Fig. 1: run 1, the metal 1 layer
Drawn at 4 px/um. Supply wires on this layer in gray.
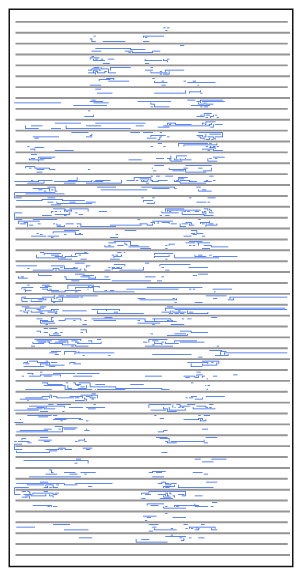
Fig. 2: run 1, the metal 2 layer
Drawn at 3 px/um.
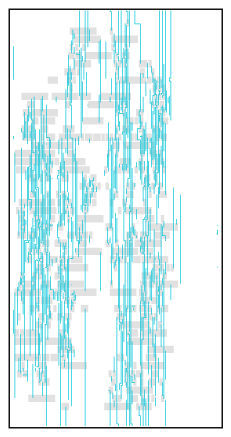
Fig. 3: run 1, signal wires on met3
Drawn at 4 px/um.
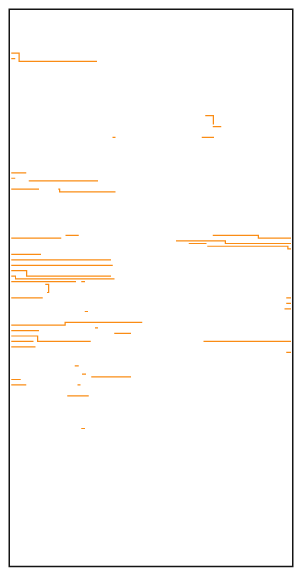
`src/rtl/pc_pkg.sv`:
```
// Shared types and constants for the instruction-fetch sequencer:
// state encoding, field widths and the branch target table.
package pc_pkg;

    localparam int unsigned PC_W      = 10;
    localparam int unsigned OFF_W     = 6;
    localparam int unsigned LUT_IDX_W = 4;
    localparam int unsigned CNT_W     = 16;
    localparam int unsigned LUT_DEPTH = 1 << LUT_IDX_W;

    typedef enum logic [1:0] {
        IDLE = 2'd0,
        RUN  = 2'd1,
        HALT = 2'd2
    } state_e;

    // Entries not listed by the assembler resolve to address 0
    localparam logic [PC_W-1:0] LUT_TARGETS [LUT_DEPTH] = '{
        10'd0,   10'd32,  10'd64,  10'd100,
        10'd200, 10'd512, 10'd0,   10'd0,
        10'd0,   10'd0,   10'd0,   10'd0,
        10'd0,   10'd0,   10'd0,   10'd0
    };

endpackage

```
`src/rtl/pc_sequencer_if.sv`:
```
// Control/status bundle between the top level and the fetch sequencer.
interface pc_sequencer_if;
    import pc_pkg::*;

    logic                 start;
    logic [PC_W-1:0]      start_addr;
    logic                 stall;
    logic                 do_branch;
    logic                 br_lookup;
    logic [OFF_W-1:0]     br_offset;
    logic [LUT_IDX_W-1:0] lut_idx;
    logic                 halt_req;
    logic [PC_W-1:0]      prog_ctr;
    logic                 fetch_valid;
    logic                 done;
    logic [CNT_W-1:0]     cycle_cnt;

    modport master (
        output start, start_addr, stall, do_branch, br_lookup, br_offset, lut_idx, halt_req,
        input  prog_ctr, fetch_valid, done, cycle_cnt
    );

    modport slave (
        input  start, start_addr, stall, do_branch, br_lookup, br_offset, lut_idx, halt_req,
        output prog_ctr, fetch_valid, done, cycle_cnt
    );

endinterface

```
`src/rtl/branch_lut.sv`:
```
// Combinational ROM resolving a lookup-branch index to its target address.
module branch_lut
    import pc_pkg::*;
(
    input  logic [LUT_IDX_W-1:0] i_idx,
    output logic [PC_W-1:0]      o_target
);

    assign o_target = LUT_TARGETS[i_idx];

endmodule

```
`src/rtl/pc_sequencer.sv`:
```
// Program counter owner: IDLE/RUN/HALT control, next-PC selection
// (sequential, relative, lookup) and a saturating executed-cycle counter.
module pc_sequencer
    import pc_pkg::*;
(
    input  logic            clk,
    input  logic            rst_n,
    pc_sequencer_if.slave   bus
);

    state_e              r_state;
    state_e              w_state_nxt;
    logic [PC_W-1:0]     r_pc;
    logic [PC_W-1:0]     w_pc_nxt;
    logic                r_fetch_valid;
    logic                r_done;
    logic                w_done_nxt;
    logic [CNT_W-1:0]    r_cnt;
    logic [CNT_W-1:0]    w_cnt_nxt;
    logic [PC_W-1:0]     w_lut_target;
    logic [PC_W-1:0]     w_off_ext;
    logic                w_step;

    branch_lut u_branch_lut (
        .i_idx    (bus.lut_idx),
        .o_target (w_lut_target)
    );

    assign w_off_ext = {{(PC_W-OFF_W){bus.br_offset[OFF_W-1]}}, bus.br_offset};
    assign w_step    = (r_state == RUN) && !bus.stall;

    // State and output registers
    always_ff @(posedge clk or negedge rst_n) begin
        if (!rst_n) begin
            r_state       <= IDLE;
            r_pc          <= '0;
            r_fetch_valid <= 1'b0;
            r_done        <= 1'b0;
            r_cnt         <= '0;
        end else begin
            r_state       <= w_state_nxt;
            r_pc          <= w_pc_nxt;
            r_fetch_valid <= (w_state_nxt == RUN);
            r_done        <= w_done_nxt;
            r_cnt         <= w_cnt_nxt;
        end
    end

    // Next-state logic
    always_comb begin
        w_state_nxt = r_state;
        case (r_state)
            IDLE, HALT: if (bus.start) w_state_nxt = RUN;
            RUN:        if (w_step && bus.halt_req) w_state_nxt = HALT;
            default:    w_state_nxt = IDLE;
        endcase
    end

    // Next output values; halt outranks branch, branch outranks increment
    always_comb begin
        w_pc_nxt   = r_pc;
        w_done_nxt = r_done;
        w_cnt_nxt  = r_cnt;
        if ((r_state != RUN) && bus.start) begin
            w_pc_nxt   = bus.start_addr;
            w_done_nxt = 1'b0;
            w_cnt_nxt  = '0;
        end else if (w_step) begin
            if (r_cnt != {CNT_W{1'b1}}) w_cnt_nxt = r_cnt + CNT_W'(1);
            if (bus.halt_req)                      w_done_nxt = 1'b1;
            else if (bus.do_branch && bus.br_lookup) w_pc_nxt = w_lut_target;
            else if (bus.do_branch)                w_pc_nxt   = r_pc + w_off_ext;
            else                                   w_pc_nxt   = r_pc + PC_W'(1);
        end
    end

    assign bus.prog_ctr    = r_pc;
    assign bus.fetch_valid = r_fetch_valid;
    assign bus.done        = r_done;
    assign bus.cycle_cnt   = r_cnt;

endmodule
```
`src/flat_wrapper.sv`:
```
// flat-port wrapper written by rule: the top's interface ports become plain ports
module pc_sequencer_flat import pc_pkg::*;
  (clk, rst_n, bus_start, bus_start_addr, bus_stall, bus_do_branch, bus_br_lookup, bus_br_offset, bus_lut_idx, bus_halt_req, bus_prog_ctr, bus_fetch_valid, bus_done, bus_cycle_cnt);
  pc_sequencer_if bus_i ();
  input  logic clk;
  input  logic rst_n;
  input wire logic [$bits(bus_i.start)-1:0] bus_start;
  input wire logic [$bits(bus_i.start_addr)-1:0] bus_start_addr;
  input wire logic [$bits(bus_i.stall)-1:0] bus_stall;
  input wire logic [$bits(bus_i.do_branch)-1:0] bus_do_branch;
  input wire logic [$bits(bus_i.br_lookup)-1:0] bus_br_lookup;
  input wire logic [$bits(bus_i.br_offset)-1:0] bus_br_offset;
  input wire logic [$bits(bus_i.lut_idx)-1:0] bus_lut_idx;
  input wire logic [$bits(bus_i.halt_req)-1:0] bus_halt_req;
  output wire logic [$bits(bus_i.prog_ctr)-1:0] bus_prog_ctr;
  output wire logic [$bits(bus_i.fetch_valid)-1:0] bus_fetch_valid;
  output wire logic [$bits(bus_i.done)-1:0] bus_done;
  output wire logic [$bits(bus_i.cycle_cnt)-1:0] bus_cycle_cnt;
  assign bus_i.start = bus_start;
  assign bus_i.start_addr = bus_start_addr;
  assign bus_i.stall = bus_stall;
  assign bus_i.do_branch = bus_do_branch;
  assign bus_i.br_lookup = bus_br_lookup;
  assign bus_i.br_offset = bus_br_offset;
  assign bus_i.lut_idx = bus_lut_idx;
  assign bus_i.halt_req = bus_halt_req;
  assign bus_prog_ctr = bus_i.prog_ctr;
  assign bus_fetch_valid = bus_i.fetch_valid;
  assign bus_done = bus_i.done;
  assign bus_cycle_cnt = bus_i.cycle_cnt;
  pc_sequencer u_core (.clk(clk), .rst_n(rst_n), .bus(bus_i));
endmodule
```
`config.mk`:
```
export PLATFORM = sky130hd
export DESIGN_NAME = pc_sequencer_flat
export DESIGN_NICKNAME = d
export VERILOG_FILES = /design/src/rtl/pc_pkg.sv /design/src/rtl/pc_sequencer_if.sv /design/src/rtl/branch_lut.sv /design/src/rtl/pc_sequencer.sv /design/src/flat_wrapper.sv
export SDC_FILE = /design/constraint.sdc
export NUM_CORES = 1
export LEC_CHECK = 0
export ABC_AREA = 1
export CAP_MARGIN = 40
export CORE_ASPECT_RATIO = 2
export CORE_UTILIZATION = 25
export CTS_CLUSTER_SIZE = 12
export DETAILED_ROUTE_END_ITERATION = 16
export DONT_BUFFER_PORTS = 1
export PLACE_DENSITY = 0.51
export SLEW_MARGIN = 20
export SYNTH_ARGS = -nofsm -noshare
export SYNTH_HDL_FRONTEND = slang
export SYNTH_HIERARCHICAL = 1
export SYNTH_SLANG_ARGS = --single-unit
```
`constraint.sdc`:
```
create_clock -name clk -period 1.69 [get_ports clk]
set_input_delay 0.4225 -clock clk [delete_from_list [all_inputs] [get_ports clk]]
set_output_delay 0.4225 -clock clk [all_outputs]
set_load 0.005 [all_outputs]
```
==> results_dict.tcl, run 1 <==
# metrics dict for downstream scripts
set metrics [dict create \
    crit_path_frequent_cell "nand2_1" \
    cts_root_buf "clkbuf_16" \
    inv_count 45 \
    clockBufferDepth 2 \
    fin_area_um2 3030 \
    logic_area_um2 1490 \
    finish.net_count 418 \
    top_cell_area_share 0.320 \
    power.total_uw 4710 \
    hold_start "bus_start_addr[2]" \
    regArea_um2 751 \
    hold_end "u_core/bus.prog_ctr[2]" \
    slew_viol_final 0 \
    first_pass_iters 10 \
    clock_latency_ns 0.28 \
    leakage_uw 0.00147 \
    whs_ns 0.306 \
    dominant_cells "combinational gates" \
    portBuffers 0 \
    hold_buffers 2 \
    n_fill_cell 999 \
    sh_seq_area 0.247 \
    cap_viol_max_count 0 \
    dp_hpwl_um 5860 \
    yosysWarnings 6 \
    start_kind "flip-flop" \
    dp.cells 472 \
    wl_met2_um 4460 \
    die-width_um 70.5 \
    busiest_layer "met2" \
    hold_class "in2reg" \
    row_count 49 \
    fp.dieH_um 139 \
    r2r_cells 10 \
    status "complete, but fails checks" \
    ys_sh_aoi 0.118 \
    powerDensity_nw_per_um2 1550 \
    setup_slack_ns 0.0472 \
    overflow 0 \
    crit_arrival_ns 1.81 \
    cts_made_buffers 5 \
    use_met2 0.330 \
    rsz0062_at_grt "true" \
    finalCoreUtilization 0.334 \
    worstSetupPathType "reg2reg" \
    grt_pass1_vias 2479 \
    drive_gt1_frac 0.234 \
    ys_area_um2 2340 \
    cts_tree "built" \
    finalWirelength_um 7370 \
    cp_slowest_cell "dfrtp_1" \
    coreArea_um2 9070 \
    ys_seq_frac 0.320 \
    grt.total_usage 0.160 \
    syn_to_final_growth_pct 29.4 \
    viasPerCell 4.84 \
    wl_met3_um 424 \
    comb_power_share 0.529 \
    layout_min_cycle_time_ns 1.64 \
    final_cells 487 \
    hold_viol 0 \
    p_clk_frac 0.195 \
    crit_cells 10 \
    clkTransAtPathRegs_ns 0.06 \
    io_pins 55 \
    worst_ep_required_time_ns 1.86 \
    nClkBuffers 7 \
    crit_family "adder cells" \
    globalplace.congestion 0.832 \
    p_comb_uw 2490 \
    path_buffers 0 \
    grt_max_degree 31 \
    finalSetupViolations 0 \
    post_cts_resized 1 \
    power.switching_uw 2030 \
    critPathCapture "u_core/bus.prog_ctr[6]" \
    fin_setup_tns_ns 0 \
    final_cell_mix "nand2_1 (92), buf_4 (40), inv_1 (39)" \
    p_int_uw 2680 \
    crit_path_end_kind "flip-flop" \
    top_cells_by_count "nand2_1 (97), inv_1 (39), nor2_1 (36)" \
    edf_count 0 \
    ant_nets 0 \
    dpl_cell_area_um2 2730 \
    clockNetworkAreaShare 0.0487 \
    ys.flops 30 \
    holdPathStages 2 \
    r2r_end "u_core/bus.prog_ctr[6]" \
    top_layer "met4" \
    top_cell "nand2_1" \
    cts_num_sinks 30 \
    drt_iter0_markers 88 \
    warning_count 28 \
    regToRegStartpoint "u_core/bus.prog_ctr[0]" \
    syn_area_per_cell_um2 6.84 \
    nWellTaps 102 \
    postCtsSetupBuffers 0 \
    cp_cell_sequence "ha_4 > fa_2 > nand3_2 > nand2_4 > nand4_1 > nand3_1 > nand2_1 > o21bai_1 > nand2_1 > nand2_1" \
    area_leaders "dfrtp_1 (32%), nand2_1 (16%), nand3_1 (7.0%), inv_1 (6.2%), nor2_1 (5.8%)" \
    remaining_drc_errors 2 \
    logic_gate_count 259 \
    ys_sh_mux 0 \
    met1_usage 0.132 \
    powerSeq_uw 1300 \
    path_max_fanout 4 \
    dpl_worst_slack_ns -0.107 \
    lay_top_count "nand2_1" \
    peakVddDrop_mv 0.860 \
    grt_first_pass_wirelength_um 11900 \
    ys_sh_adder 0.0406 \
    wl_met1_um 2290 \
    maxPowerGroup "combinational logic" \
    ys_cells 343 \
    grt_use_met3 0.0422 \
    flop_cell "dfrtp_1" \
    syn_area_um2 2340 \
    violations "design-rule violations" \
    wire_per_inst_um 15.1 \
    logic_family "simple AND/OR/NAND/NOR gates" \
    antenna-diode-count 0 \
]
Notes on Fig. 1 above:
The layer holds 31% of the routed length. The layer carries 2,290 um of wire. 383 nets have wire on it. The wires run mostly horizontal. The longest straight run is 29.9 um.

Notes on Fig. 2 above:
350 nets have wire on it. The layer holds 60% of the routed length. The layer carries 4,460 um of wire. The wires run mostly vertical. The longest straight run is 43.2 um.

Notes on Fig. 3 above:
37 nets have wire on it. The layer holds 5.8% of the routed length.

--- run 2 (diff from run 1) ---
CORE_ASPECT_RATIO = 1.25   (was 2)
CORE_UTILIZATION = 50   (was 25)
PLACE_DENSITY = 0.79   (was 0.51)
Fig. 4: run 2, the metal 1 layer
Drawn at 4 px/um. Supply wires on this layer in gray.
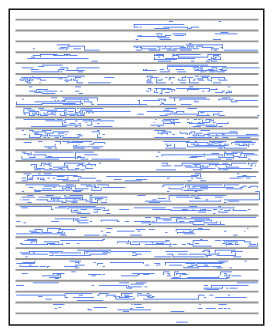
The layer holds 40% of the routed length. The wires run mostly horizontal. The layer carries 2,430 um of wire. The longest straight run is 22.5 um. 368 nets have wire on it.

Fig. 5: run 2, cell outlines without signal wires
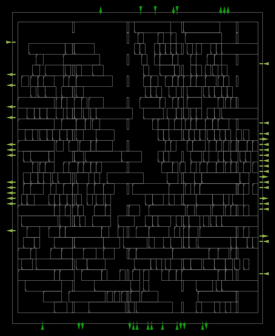
flop count: 30
Final Non-Filler Cells: 426
Tapcell Cnt: 58
Seq area share: 0.270
fin util: 0.625

Fig. 6: run 2, the metal 2 layer
Drawn at 4 px/um.
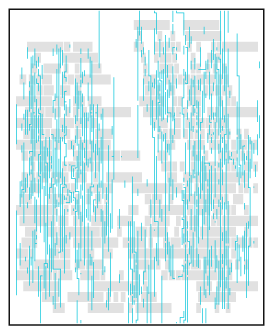
The layer holds 52% of the routed length. The longest straight run is 29.9 um. 339 nets have wire on it. The layer carries 3,160 um of wire.

==> results_dict.tcl, run 2 <==
# metrics dict for downstream scripts
set metrics [dict create \
    dp.cells 409 \
    top_cells_by_count "nand2_1 (97), inv_1 (39), nor2_1 (36)" \
    cts_made_buffers 5 \
    crit_path_end_kind "flip-flop" \
    globalplace.congestion 0.869 \
    row_count 27 \
    nClkBuffers 7 \
    p_clk_frac 0.144 \
    grt_max_degree 31 \
    ys_sh_adder 0.0406 \
    ys_area_um2 2340 \
    postCtsSetupBuffers 0 \
    fp.dieH_um 78.6 \
    wl_met2_um 3160 \
    clockBufferDepth 2 \
    grt_first_pass_wirelength_um 9650 \
    syn_to_final_growth_pct 18.9 \
    logic_family "simple AND/OR/NAND/NOR gates" \
    cts_num_sinks 30 \
    ant_nets 0 \
    final_cell_mix "nand2_1 (92), inv_1 (39), nor2_1 (33)" \
    cts_root_buf "clkbuf_8" \
    holdPathStages 2 \
    ys_cells 343 \
    yosysWarnings 6 \
    coreArea_um2 4460 \
    clock_latency_ns 0.29 \
    leakage_uw 0.00137 \
    hold_viol 0 \
    finalSetupViolations 0 \
    clkTransAtPathRegs_ns 0.07 \
    hold_buffers 2 \
    power.switching_uw 1920 \
    hold_start "bus_start_addr[4]" \
    layout_min_cycle_time_ns 1.68 \
    start_kind "flip-flop" \
    largest_register_ffs 16 \
    status "completed" \
    grt_pass1_vias 2241 \
    antenna-diode-count 0 \
    maxPowerGroup "combinational logic" \
    finalWirelength_um 6090 \
    critPathCapture "u_core/bus.prog_ctr[7]" \
    cap_viol_max_count 0 \
    logic_gate_count 258 \
    slew_viol_final 0 \
    postSynthCellCount 343 \
    powerDensity_nw_per_um2 1520 \
    crit_family "simple AND/OR/NAND/NOR gates" \
    top_cell_area_share 0.320 \
    hold_end "u_core/bus.prog_ctr[4]" \
    peakVddDrop_mv 0.913 \
    first_pass_iters 4 \
    ys_sh_aoi 0.118 \
    ys.flops 30 \
    ys_sh_mux 0 \
    n_fill_cell 417 \
    hold_class "in2reg" \
    p_comb_uw 2280 \
    cp_cell_sequence "ha_4 > nand2_2 > nor2_2 > nand2_1 > nand3_2 > nand2_2 > nand3_2 > nand2_1 > o21bai_1 > nand2_1 > nand2_1" \
    drt_iter0_markers 136 \
    r2r_end "u_core/bus.prog_ctr[7]" \
    fin_skew_ns 0.00852 \
    fin_area_um2 2790 \
    crit_cells 11 \
    p_int_uw 2310 \
    path_max_fanout 4 \
    worst_ep_required_time_ns 1.92 \
    portBuffers 0 \
    cp_slowest_cell "dfrtp_2" \
    top_cell "nand2_1" \
    wl_met3_um 386 \
    warning_count 28 \
    syn_area_um2 2340 \
    path_buffers 0 \
    wl_met1_um 2430 \
    syn_area_per_cell_um2 6.84 \
    regArea_um2 753 \
    area_leaders "dfrtp_1 (32%), nand2_1 (16%), nand3_1 (7.0%), inv_1 (6.2%), nor2_1 (5.8%)" \
    dp_hpwl_um 4370 \
    finalCritPeriodShare 0.993 \
    grt_use_met3 0.0669 \
    edf_count 0 \
    top_layer "met4" \
    use_met2 0.459 \
    fin_setup_tns_ns 0 \
    regToRegStartpoint "u_core/bus.prog_ctr[4]" \
    setup_slack_ns 0.0122 \
    comb_power_share 0.539 \
    clockNetworkAreaShare 0.0328 \
    inv_count 45 \
    dpl_worst_slack_ns -0.0808 \
    synthSimpleGateAreaFrac 0.367 \
    cts_tree "built" \
    worstSetupPathType "reg2reg" \
    rsz0062_at_grt "true" \
    drive_gt1_frac 0.207 \
    powerSeq_uw 1340 \
    wire_per_inst_um 14.3 \
    dpl_cell_area_um2 2530 \
    io_pins 55 \
    remaining_drc_errors 0 \
    lay_top_count "nand2_1" \
    r2r_cells 11 \
    overflow 0 \
    logic_area_um2 1480 \
    flop_cell "dfrtp_1" \
    post_cts_resized 0 \
    power.total_uw 4230 \
    crit_path_frequent_cell "nand2_1" \
    crit_arrival_ns 1.91 \
    ys_seq_frac 0.320 \
    whs_ns 0.310 \
    busiest_layer "met2" \
    die-width_um 63.3 \
    grt.total_usage 0.248 \
    viasPerCell 5.50 \
]
--- run 3 (diff from run 2) ---
CORE_UTILIZATION = 30   (was 50)
HOLD_SLACK_MARGIN = 0.15   (was unset)
PLACE_DENSITY = unset   (was 0.79)
PLACE_DENSITY_LB_ADDON = 0.1   (was unset)
Fig. 7: run 3, the metal 1 layer
Drawn at 4 px/um. Supply wires on this layer in gray.
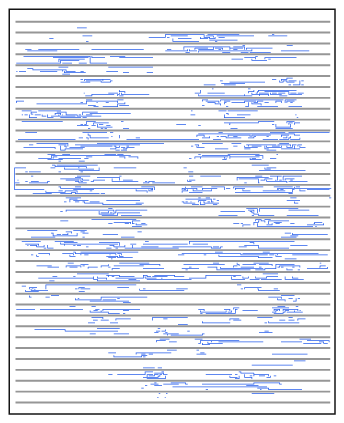
The layer holds 42% of the routed length. The wires run mostly horizontal. The layer carries 2,800 um of wire. 375 nets have wire on it. The longest straight run is 26.2 um.

Fig. 8: run 3, signal wires on met3
Drawn at 4 px/um.
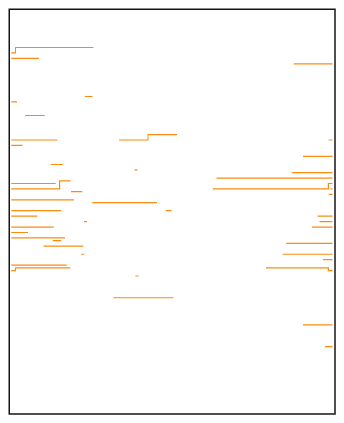
The longest straight run is 28.8 um. The layer holds 5.7% of the routed length.

Fig. 9: run 3, the metal 2 layer
Drawn at 3 px/um.
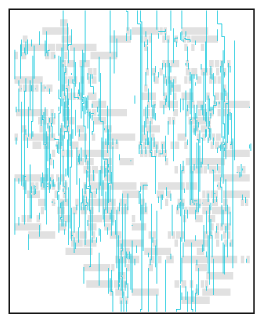
320 nets have wire on it. The longest straight run is 44.4 um.

==> results_dict.tcl, run 3 <==
# metrics dict for downstream scripts
set metrics [dict create \
    status "completed" \
    grt_pass1_vias 2267 \
    cts_made_buffers 5 \
    clockNetworkAreaShare 0.0316 \
    grt.total_usage 0.176 \
    ys_sh_adder 0.0406 \
    p_clk_frac 0.149 \
    fin_area_um2 2890 \
    grt_use_met3 0.0452 \
    maxPowerGroup "combinational logic" \
    power.switching_uw 1960 \
    cts_num_sinks 30 \
    fp.dieH_um 101 \
    area_leaders "dfrtp_1 (32%), nand2_1 (16%), nand3_1 (7.0%), inv_1 (6.2%), nor2_1 (5.8%)" \
    portBuffers 0 \
    powerDensity_nw_per_um2 1490 \
    syn_area_per_cell_um2 6.84 \
    ys_area_um2 2340 \
    syn_to_final_growth_pct 23.3 \
    wire_per_inst_um 14.4 \
    largest_register_ffs 16 \
    flop_cell "dfrtp_1" \
    hold_buffers 2 \
    finalSetupViolations 0 \
    r2r_cells 8 \
    sh_seq_area 0.263 \
    path_buffers 3 \
    ys_cells 343 \
    top_cells_by_count "nand2_1 (97), inv_1 (39), nor2_1 (36)" \
    finalCoreUtilization 0.386 \
    n_fill_cell 807 \
    use_met2 0.305 \
    cap_viol_max_count 0 \
    logic_family "simple AND/OR/NAND/NOR gates" \
    logic_area_um2 1500 \
    overflow 0 \
    post_cts_resized 1 \
    p_comb_uw 2290 \
    finish.net_count 407 \
    holdPathStages 2 \
    hold_viol 0 \
    ant_nets 0 \
    hold_class "in2reg" \
    crit_path_end_kind "flip-flop" \
    whs_ns 0.292 \
    top_cell "nand2_1" \
    hold_start "bus_start_addr[4]" \
    critPathCapture "u_core/bus.cycle_cnt[8]" \
    crit_cells 8 \
    path_max_fanout 5 \
    drt_iter0_markers 62 \
    inv_count 45 \
    powerSeq_uw 1360 \
    io_pins 55 \
    first_pass_iters 4 \
    wl_met1_um 2800 \
    worstSetupPathType "reg2reg" \
    clock_latency_ns 0.29 \
    top_cell_area_share 0.320 \
    die-width_um 81.1 \
    regArea_um2 759 \
    final_cells 466 \
    globalplace.congestion 0.804 \
    syn_area_um2 2340 \
    yosysWarnings 6 \
    synthSimpleGateAreaFrac 0.367 \
    cts_tree "built" \
    nFlopsAndLatches 30 \
    p_int_uw 2330 \
    grt_max_degree 31 \
    row_count 35 \
    postSynthCellCount 343 \
    viasPerCell 4.88 \
    dpl_worst_slack_ns -0.0905 \
    antenna-diode-count 0 \
    lay_top_count "nand2_1" \
    ys_seq_frac 0.320 \
    fin_skew_ns 0.0160 \
    wl_met3_um 382 \
    dominant_cells "combinational gates" \
    busiest_layer "met2" \
    regToRegStartpoint "u_core/r_state[1]" \
    hold_end "u_core/bus.prog_ctr[4]" \
    crit_family "simple AND/OR/NAND/NOR gates" \
    wl_met2_um 3360 \
    setup_slack_ns 0.0613 \
    remaining_drc_errors 0 \
    peakVddDrop_mv 0.586 \
    finalCritPeriodShare 0.964 \
    cp_cell_sequence "nor2_4 > inv_2 > or2_4 > nand2_4 > nand2_4 > buf_4 > buf_4 > o31ai_2" \
    coreArea_um2 7490 \
    postCtsSetupBuffers 0 \
    cp_slowest_cell "dfrtp_1" \
    fp_util 0.313 \
    top_layer "met4" \
    dp.cells 447 \
    leakage_uw 0.00140 \
    nClkBuffers 7 \
    crit_arrival_ns 1.82 \
    grt_first_pass_wirelength_um 11000 \
    comb_power_share 0.534 \
    power.total_uw 4290 \
    rsz0062_at_grt "true" \
    drive_gt1_frac 0.225 \
    nWellTaps 92 \
    worst_ep_required_time_ns 1.88 \
    clkTransAtPathRegs_ns 0.08 \
    logic_gate_count 259 \
    slew_viol_final 0 \
    ys_sh_mux 0 \
    dp_hpwl_um 4980 \
    cts_root_buf "clkbuf_8" \
]

## Gallery

Pin placement.
Drawn at 4 px/um. Pins as bars across the die edge, other pins in gray.
shot_01.png
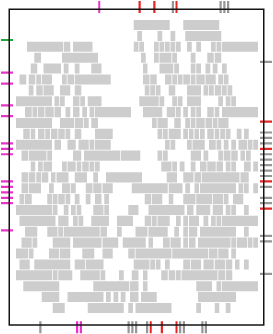
shot_02.png
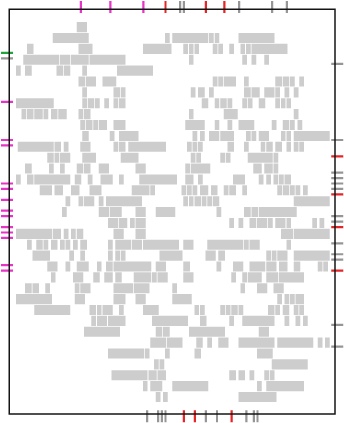
shot_03.png
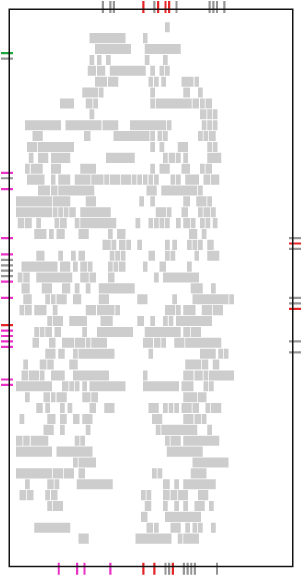
- run 3 = shot_02.png
- run 2 = shot_01.png
- run 1 = shot_03.png
- smallest die: shot_01.png

Key to shot_01.png:
Key: bus_cycle_cnt = magenta [pins 16, direction output, edge 13 left, 2 bottom, 1 top]; clk = green [pins 1, direction input, edge left]; bus_start_addr = red [pins 10, direction input, edge 4 right, 3 bottom, 3 top]
All pins by edge: 19 right, 14 bottom, 14 left, 8 top.

